--- config.mk ---
export PLATFORM = sky130hd
export DESIGN_NAME = traffic_phase_scheduler
export DESIGN_NICKNAME = d
export VERILOG_FILES = /design/src/rtl/traffic_pkg.sv /design/src/rtl/phase_timer.sv /design/src/rtl/traffic_phase_scheduler.sv
export SDC_FILE = /design/constraint.sdc
export NUM_CORES = 1
export LEC_CHECK = 0
export CELL_PAD_IN_SITES_DETAIL_PLACEMENT = 1
export CELL_PAD_IN_SITES_GLOBAL_PLACEMENT = 1
export CORE_AREA = 2 2 69 45
export DETAILED_ROUTE_END_ITERATION = 8
export DIE_AREA = 0 0 71 47
export GPL_ROUTABILITY_DRIVEN = 0
export HOLD_SLACK_MARGIN = 0.06
export PLACE_DENSITY_LB_ADDON = 0.05
export SLEW_MARGIN = 15
export SYNTH_ARGS = -nofsm -noshare
export SYNTH_HDL_FRONTEND = slang
export SYNTH_SLANG_ARGS = --single-unit
--- constraint.sdc ---
create_clock -name clk -period 1.9 [get_ports clk]
set_input_delay 0.38 -clock clk [delete_from_list [all_inputs] [get_ports clk]]
set_output_delay 0.38 -clock clk [all_outputs]
set_load 0.02 [all_outputs]
--- src/rtl/traffic_pkg.sv ---
// Shared encodings for the intersection phase scheduler: lamp codes, phase codes
// and the street selector used to alternate greens around a pedestrian phase.
package traffic_pkg;

    typedef enum logic [1:0] {
        LIGHT_GREEN  = 2'b00,
        LIGHT_YELLOW = 2'b01,
        LIGHT_RED    = 2'b10
    } light_t;

    typedef enum logic [2:0] {
        AG  = 3'd0,
        AY  = 3'd1,
        BG  = 3'd2,
        BY  = 3'd3,
        PED = 3'd4
    } phase_t;

    typedef enum logic {
        STREET_A = 1'b0,
        STREET_B = 1'b1
    } street_t;

    function automatic light_t light_a(input phase_t p);
        case (p)
            AG:      return LIGHT_GREEN;
            AY:      return LIGHT_YELLOW;
            default: return LIGHT_RED;
        endcase
    endfunction

    function automatic light_t light_b(input phase_t p);
        case (p)
            BG:      return LIGHT_GREEN;
            BY:      return LIGHT_YELLOW;
            default: return LIGHT_RED;
        endcase
    endfunction

endpackage

--- src/rtl/phase_timer.sv ---
// Loadable down-counter for per-phase timing; decrements on tick and saturates at 0.
// A load always takes priority over counting.
module phase_timer #(
    parameter int W = 4
) (
    input  logic         clk,
    input  logic         load,
    input  logic [W-1:0] load_val,
    input  logic         tick,
    output logic [W-1:0] count,
    output logic         last
);

    logic [W-1:0] count_reg;

    always_ff @(posedge clk) begin
        if (load) begin
            count_reg <= load_val;
        end else if (tick && (count_reg != '0)) begin
            count_reg <= count_reg - 1'b1;
        end
    end

    assign count = count_reg;
    assign last  = (count_reg == W'(1));

endmodule

--- src/rtl/traffic_phase_scheduler.sv ---
// Two-street intersection sequencer with a pedestrian all-red phase.
// Lamp outputs are registered decodes of the next phase, so they change with the phase.
module traffic_phase_scheduler
    import traffic_pkg::*;
#(
    parameter int GREEN_MIN = 3,
    parameter int GREEN_MAX = 6,
    parameter int YELLOW_T  = 2,
    parameter int PED_T     = 4
) (
    input  logic       clk,
    input  logic       reset_n,
    input  logic       tick,
    input  logic       Ta,
    input  logic       Tb,
    input  logic       ped_req,
    output logic [1:0] La,
    output logic [1:0] Lb,
    output logic       walk,
    output logic [3:0] count,
    output logic [2:0] phase
);

    localparam logic [3:0] GREEN_LOAD  = 4'(GREEN_MAX);
    localparam logic [3:0] YELLOW_LOAD = 4'(YELLOW_T);
    localparam logic [3:0] PED_LOAD    = 4'(PED_T);
    localparam logic [3:0] EARLY_LIMIT = 4'(GREEN_MAX - GREEN_MIN + 1);

    phase_t     state_reg, state_next;
    street_t    next_street_reg, next_street_next;
    logic       ped_pending_reg, ped_pending_next;
    light_t     la_reg, lb_reg;
    logic       walk_reg;
    logic       timer_load;
    logic [3:0] timer_load_val;
    logic [3:0] timer_count;
    logic       timer_last;

    phase_timer #(.W(4)) u_timer (
        .clk      (clk),
        .load     (timer_load),
        .load_val (timer_load_val),
        .tick     (tick),
        .count    (timer_count),
        .last     (timer_last)
    );

    always_comb begin
        state_next       = state_reg;
        next_street_next = next_street_reg;
        if (tick) begin
            case (state_reg)
                // An idle own street lets the other side in early once GREEN_MIN has elapsed.
                AG: if ((Tb || ped_pending_reg) &&
                        ((timer_count <= 4'd1) || (!Ta && (timer_count <= EARLY_LIMIT))))
                        state_next = AY;
                BG: if ((Ta || ped_pending_reg) &&
                        ((timer_count <= 4'd1) || (!Tb && (timer_count <= EARLY_LIMIT))))
                        state_next = BY;
                AY: if (timer_last) begin
                        state_next       = ped_pending_reg ? PED : BG;
                        next_street_next = STREET_B;
                    end
                BY: if (timer_last) begin
                        state_next       = ped_pending_reg ? PED : AG;
                        next_street_next = STREET_A;
                    end
                PED: if (timer_last)
                        state_next = (next_street_reg == STREET_A) ? AG : BG;
                default: state_next = AG;
            endcase
        end
    end

    always_comb begin
        ped_pending_next = ped_pending_reg;
        if (state_reg == PED) begin
            ped_pending_next = ped_pending_reg;
        end else if (state_next == PED) begin
            ped_pending_next = 1'b0;
        end else if (ped_req) begin
            ped_pending_next = 1'b1;
        end
    end

    always_comb begin
        timer_load = !reset_n || (state_next != state_reg);
        case (state_next)
            AY, BY:  timer_load_val = YELLOW_LOAD;
            PED:     timer_load_val = PED_LOAD;
            default: timer_load_val = GREEN_LOAD;
        endcase
        if (!reset_n) begin
            timer_load_val = GREEN_LOAD;
        end
    end

    always_ff @(posedge clk) begin
        if (!reset_n) begin
            state_reg       <= AG;
            next_street_reg <= STREET_B;
            ped_pending_reg <= 1'b0;
            la_reg          <= LIGHT_GREEN;
            lb_reg          <= LIGHT_RED;
            walk_reg        <= 1'b0;
        end else begin
            state_reg       <= state_next;
            next_street_reg <= next_street_next;
            ped_pending_reg <= ped_pending_next;
            la_reg          <= light_a(state_next);
            lb_reg          <= light_b(state_next);
            walk_reg        <= (state_next == PED);
        end
    end

    assign La    = la_reg;
    assign Lb    = lb_reg;
    assign walk  = walk_reg;
    assign count = timer_count;
    assign phase = state_reg;

endmodule

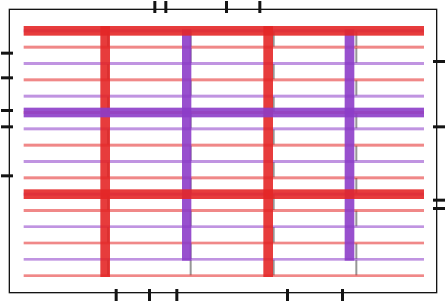
Run 1: power grid
(6 px per µm) Pins as bars on the die edge. Tap cells in grey.
Key: red = VSS; purple = VDD
16 met1 rails follow the rows. 3 straps on met5.
Die Ht: 47 µm
Max VDD drop: 336 µV
die width: 71 µm
core area: 0.00272 mm²

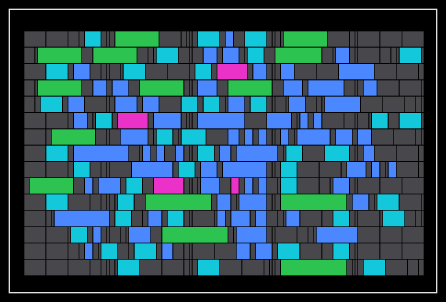
Run 1: cell classes on the final placement
(6 px per µm) Fill, decap, tap and diode cells in grey.
Key: green = flops [cells 14, share of their area 24%]; magenta = clock drivers and dummy loads [cells 4, share of their area 3.4%]; blue = combinational and other logic [cells 70, share of their area 45%]; cyan = other buffers and delay cells [cells 42, share of their area 27%]
row count: 15
Core Util, Final: 0.506
post-route cell area: 0.00138 mm²
fraction of area in registers: 0.234

==> flow_summary.toml, run 1 <==
# flow metrics
[status]
outcome = "finished with violations"
violations = "setup timing"

[yosys]
ys_ff = 14
synth-adder-area-share = 0.0439
yosysMostFrequentCell = "dfxtp_1"
ff_type = "dfxtp_1"
syn_avg_cell_area_um2 = 9.50
syn-cell-area_um2 = 855
synthXorXnorAreaFrac = 0.0205
edf_count = 4
top_area_frac = 0.234
synthMuxAreaShare = 0.0234
yosys.area_share.aoi = 0.193
yosysUniqueCellTypes = 35
synthArstFlopShare = 0
syn-instance-count = 90
yosysCellCount = 90
fp_nets = 99
synth.cellmix.simpleShare = 0.281
top_cells_by_area = "dfxtp_1 (23%), edfxtp_1 (14%), nor3b_4 (6.6%)"
top_logic_kind = "simple AND/OR/NAND/NOR gates"
common_cells = "dfxtp_1 (10), nand2_1 (9), nor2_1 (8)"
synth_chip_area_um2 = 855
yosysWarningCount = 0
synth_seq_share = 0.375
yosys.area.top_type = "dfxtp_1"

[setup_path]
endpoint_kind = "flop"
start_kind = "flop"
arrival_ns = 2.02
required_ns = 1.90
worstSetupPathType = "flop to flop"
path_max_fanout = 7

[sta]
fmaxAchievable_mhz = 493
fin_crit_sh = 1.07
min_period_ns = 2.03
tightest_slew_ns = 0.385
final.setup.tns_ns = -1.14
grt_setup_unrepaired = "yes"
final-setup-viol-count = 13
fin_ws_ns = -0.129
whs_ns = 0.491
drv_slew = 0
finalHoldViolCount = 0
maxSlewHeadroom = 0.743

[global_routing]
overflow = 0
antenna_found_initial = 0
grt_pass1_wl_mm = 4.03
grt_usage = 0.166
grt_pass1_vias = 825
grt_max_degree = 12

[route]
avgRoutedWirePerCell_um = 15.6
drtIter0Drc = 10
final_antenna_net_count = 0
viasPerCell = 4.98
drt-total-wl_mm = 2.56
route.vias.total = 816
dr.pass1.iters = 4
drc_errors = 0

[cells_and_area]
drive_gt1_frac = 0.408
n_fill_cell = 295
diodes = 0
finalNonFillerCells = 164
largest_reg_flops = 4
nets = 140
syn2layout_area_growth_pct = 61.1

[placement]
dp_cells = 155
dp_hpwl_mm = 1.85
io_buffers = 17
pre_cts_slack_ns = -0.209

[clocking]
cts_sinks = 14
path_clk_slew_ns = 0.06
cts_max_level = 1
tritoncts = "yes"
cts_max_path_buffers = 2
clk_latency_ns = 0.25
cts_root_buf = "clkbuf_8"
ctsHoldBuffers = 0
numCtsBuffers = 3

[worst_hold_path]
hp-class = "flop to flop"

[floorplanning]
dieArea_mm2 = 0.00334
io_pins = 18
fp_util = 0.314

[power]
power_uw = 1020
p_per_area_mw_per_mm2 = 739
p_leak_uw = 0.000531

[job]
warning_count = 31
drv_cap = 0
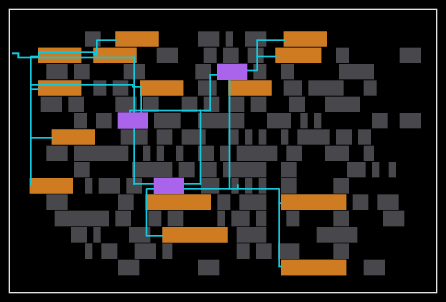
Run 1: clock wires, drivers and flops
(6 px per µm)
Key: purple = clock drivers [count 3]; cyan = clock wires [length 236 µm]; orange = flip-flops [count 14]
There are 4 routed clock nets.
Worst Clk Skew: 0.00738 ns
Clock net power: 260 µW
Clock power frac: 0.255

==> run 1: power breakdown <==
group	switching [µW]	internal (µW)
Clock	111	149
Combinational	188	191
Sequential	35.5	343
Total	335	682
==> run 1: worst max-delay path, stage by stage, from the launching register on <==
cell	delay (ns)
edfxtp_1	0.42
inv_2	0.11
ha_4	0.14
nor3b_4	0.37
nor3b_4	0.30
a22oi_2	0.13
nor3b_4	0.19
mux2i_1	0.09
==> run 1: logic make-up (layout without fill, tap and decap cells) <==
| group | Yosys count | in the layout |
|---|---|---|
| flops | 14 | 14 |
| mux | 2 | 2 |
| buf+inv | 10 | 50 |
| simple gates | 38 | 38 |
| xor+xnor | 2 | 2 |
| fa+ha+maj | 3 | 3 |
| compound gates | 21 | 21 |
==> run 1: layout make-up <==
type	count	area [µm²]	area share
clock buffers	4	45.0	0.0327
inverters	4	15.0	0.0109
multi-input cells	66	587	0.426
flip-flops and latches	14	322	0.234
well taps	34	42.5	0.0309
repair buffers	42	365	0.265
==> run 1: cell usage in the layout, fill, tap and decap left out, types with 3 or more instances in the layout <==
master,instances
nor2_1,7
nand2_1,6
nor3b_4,3
o31ai_1,3
clkbuf_8,3
edfxtp_1,4
inv_2,3
and2_1,3
buf_4,23
clkdlybuf4s50_1,17
nand2_2,3
dfxtp_1,9
==> run 1: worst paths after layout <==
path,slack (ns),endpoint,cells after the start,startpoint
worst max register to register,-0.13,u_timer.count[1],7,u_timer.count[1]
worst min-delay path,0.49,next_street_reg,2,next_street_reg
worst min register to register,0.49,next_street_reg,2,next_street_reg
worst max-delay path,-0.13,u_timer.count[1],7,u_timer.count[1]
==> run 1: what timing repair did <==
| item | CTS | global route |
|---|---|---|
| setup endpoints to repair | 12 | 19 |
| pin swaps | 5 | 8 |
| gates resized | 7 | 16 |
| buffers inserted | 1 | 4 |
==> run 1: per-stage QoR <==
| step | area (µm²) | utilization |
|---|---|---|
| after floorplan | 877 | - |
| after global placement | 1200 | 0.441 |
| after detailed placement | 1200 | 0.441 |
| after CTS | 1280 | 0.470 |
| after global routing | 1380 | 0.506 |
| final | 1380 | 0.506 |
==> run 1: metal layers <==
| metal | GRT usage | up-vias | share of wire |
|---|---|---|---|
| met2 | 0.241 | 18 | 0.43 |
| met1 | 0.240 | 393 | 0.52 |
| li1 | - | 399 | - |
| met3 | 0.0408 | 6 | 0.041 |
| met4 | 0.0679 | 0 | 0.016 |
| met5 | 0 | - | 0 |
==> inputs of run 2 (changes only) <==
--- a/config.mk
+++ b/config.mk
@@ -7,13 +7,14 @@
 export LEC_CHECK = 0
 export CELL_PAD_IN_SITES_DETAIL_PLACEMENT = 1
 export CELL_PAD_IN_SITES_GLOBAL_PLACEMENT = 1
-export CORE_AREA = 2 2 69 45
+export CORE_AREA = 2 2 67 44
 export DETAILED_ROUTE_END_ITERATION = 8
-export DIE_AREA = 0 0 71 47
+export DIE_AREA = 0 0 69 46
 export GPL_ROUTABILITY_DRIVEN = 0
 export HOLD_SLACK_MARGIN = 0.06
 export PLACE_DENSITY_LB_ADDON = 0.05
 export SLEW_MARGIN = 15
 export SYNTH_ARGS = -nofsm -noshare
 export SYNTH_HDL_FRONTEND = slang
+export SYNTH_HIERARCHICAL = 1
 export SYNTH_SLANG_ARGS = --single-unit
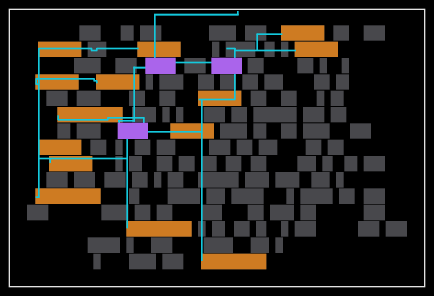
Run 2: clock wires, drivers and flops
(6 px per µm)
Key: cyan = clock wires [length 228 µm]; orange = flip-flops [count 14]; purple = clock drivers [count 3]
There are 4 routed clock nets.
worst-skew pair later-pin latency: 0.25 ns
Clock net power: 298 µW
Clock power frac: 0.351

==> flow_summary.toml, run 2 <==
# flow metrics
[route]
drc_errors = 0
avgRoutedWirePerCell_um = 14.3
dr.pass1.iters = 2
final_antenna_net_count = 0
drtIter0Drc = 14
drt-total-wl_mm = 2.38
route.vias.total = 775
viasPerCell = 4.67

[global_routing]
overflow = 0
grt_pass1_wl_mm = 3.93
grt_usage = 0.160

[yosys]
synth.cellmix.simpleShare = 0.241
synth-adder-area-share = 0.0324
syn-cell-area_um2 = 773
syn_avg_cell_area_um2 = 9.67
yosys.area.top_type = "dfxtp_1"
ff_type = "dfxtp_1"
yosys.area_share.aoi = 0.183
synth_seq_share = 0.414
common_cells = "dfxtp_1 (10), nor2_1 (7), nand2_1 (6)"
yosysWarningCount = 6
top_logic_kind = "simple AND/OR/NAND/NOR gates"
synth_chip_area_um2 = 773
synthArstFlopShare = 0
edf_count = 4
yosysUniqueCellTypes = 35
synthMuxAreaShare = 0.0534
syn-instance-count = 80
yosysMostFrequentCell = "dfxtp_1"

[setup_path]
crit_chain = "inv_2, ha_2, nor3b_4, and4b_1, a21oi_2, o211ai_1, buf_4, mux2_4"
crit_path_max_incr_delay_ns = 0.41
reg2reg_from = "u_timer/count[1]"
rr_worst_depth = 8
critical_path.endpoint = "u_timer/count[0]"
r2r_slack_ns = -0.16
start_kind = "flop"
worstSetupPathType = "flop to flop"
startpoint = "u_timer/count[1]"
rr_endpoint = "u_timer/count[0]"
arrival_ns = 2.06
required_ns = 1.90
path_max_fanout = 5
endpoint_kind = "flop"

[floorplanning]
dieArea_mm2 = 0.00317
rows = 15
die_w_um = 69
io_pins = 18
fp_util = 0.294
die_h_um = 46

[sta]
final.setup.tns_ns = -1.18
fin_ws_ns = -0.157
grt_setup_unrepaired = "yes"
drv_slew = 0
fin_crit_sh = 1.08
min_period_ns = 2.06
final-setup-viol-count = 11
fmaxAchievable_mhz = 486
finalHoldViolCount = 0
fin_skew_ns = 0.00159

[clocking]
cts_sinks = 14
path_clk_slew_ns = 0.06
tritoncts = "yes"
ctsHoldBuffers = 0
cts_max_path_buffers = 2

[cells_and_area]
largest_reg_flops = 4
final_cell_mix = "buf_4 (27), clkdlybuf4s50_1 (15), dfxtp_1 (10), nor2_1 (6), buf_6 (6)"
drive_gt1_frac = 0.432
nets = 141
syn2layout_area_growth_pct = 77.5
seq_area_um2 = 320

[status]
outcome = "finished with violations"
violations = "setup timing"

[power]
irDropWorstVdd_uv = 340
p_leak_uw = 0.000630

[placement]
place_area_mm2 = 0.00118

[job]
warning_count = 30
drv_cap = 0
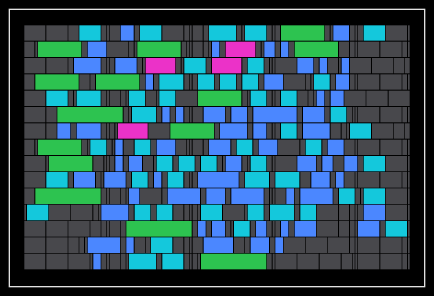
Run 2: cell classes on the final placement
(6 px per µm) Fill, decap, tap and diode cells in grey.
Key: green = flops [cells 14, share of their area 24%]; magenta = clock drivers and dummy loads [cells 4, share of their area 4.1%]; cyan = other buffers and delay cells [cells 50, share of their area 33%]; blue = combinational and other logic [cells 64, share of their area 38%]
Core Util, Final: 0.522
fraction of area in registers: 0.233
core area: 0.00263 mm²
post-route cell area: 0.00137 mm²

-- run 2: cell count changes after synthesis, sizes merged, moves of 3 or more --
cell,change
and2,-3
nand2,-3
and3,+3
nor2b,-3
nor3b,-3
o31ai,-3
-- run 2: what timing repair did --
item	4_1_cts	5_1_grt
resized	14	6
pin swaps	6	4
endpoints found under the setup margin	13	16
setup buffers	8	0
-- run 2: final cells by class --
type / instances / share of cell area
multi-input cells: 59 / 0.357
flip-flops and latches: 14 / 0.233
clock buffers: 4 / 0.0401
inverters: 5 / 0.0137
well taps: 34 / 0.0310
repair buffers: 50 / 0.325
-- run 2: stage by stage --
step | std cells | total power [µW] | util | hold WS [ns] | setup WS (ns)
after floorplan | 81 | 430 | - | 0.444 | -0.259
after global placement | 154 | 520 | 0.449 | 0.468 | -0.258
after detailed placement | 154 | 524 | 0.449 | 0.466 | -0.326
after CTS | 166 | 855 | 0.513 | 0.480 | -0.142
after global routing | 166 | 894 | 0.522 | 0.500 | -0.240
final | 166 | 850 | 0.522 | 0.474 | -0.157
-- run 2: worst max-delay path, delay by kind of cell (launching register included) --
family / cells / cell delay (ns)
flip-flops: 1 / 0.41
AND/OR/NAND/NOR: 2 / 0.52
AND-OR/OR-AND: 2 / 0.18
buffers and inverters: 2 / 0.25
multiplexers: 1 / 0.29
adder cells (fa/ha/maj): 1 / 0.15
-- run 2: cell families (layout without fill, tap and decap cells) --
logic type      count (synthesis)  in the layout
compound gates                 17             17
xor+xnor                        1              1
fa+ha+maj                       2              2
buf+inv                         8             59
flops                          14             14
mux                             4              4
other cells                     1              2
simple gates                   33             33
-- run 2: worst min-delay path by stage --
stage / to / cells after the start / slack [ns] / start
after floorplan: next_street_reg / 2 / 0.44 / next_street_reg
after global placement: next_street_reg / 2 / 0.47 / next_street_reg
after detailed placement: next_street_reg / 2 / 0.47 / next_street_reg
after CTS: next_street_reg / 2 / 0.48 / next_street_reg
after global routing: next_street_reg / 2 / 0.50 / next_street_reg
final: next_street_reg / 2 / 0.47 / next_street_reg
-- run 2: power breakdown --
group | internal, µW | switching, µW
Sequential | 325 | 15.3
Combinational | 117 | 94.7
Clock | 184 | 114
-- run 2: layer usage --
layer  GRT usage  wire (µm)
met5           0          0
met3      0.0310         65
met2       0.248       1070
met4      0.0235         23
met1       0.237       1220
Power and IR drop assume default switching activity.
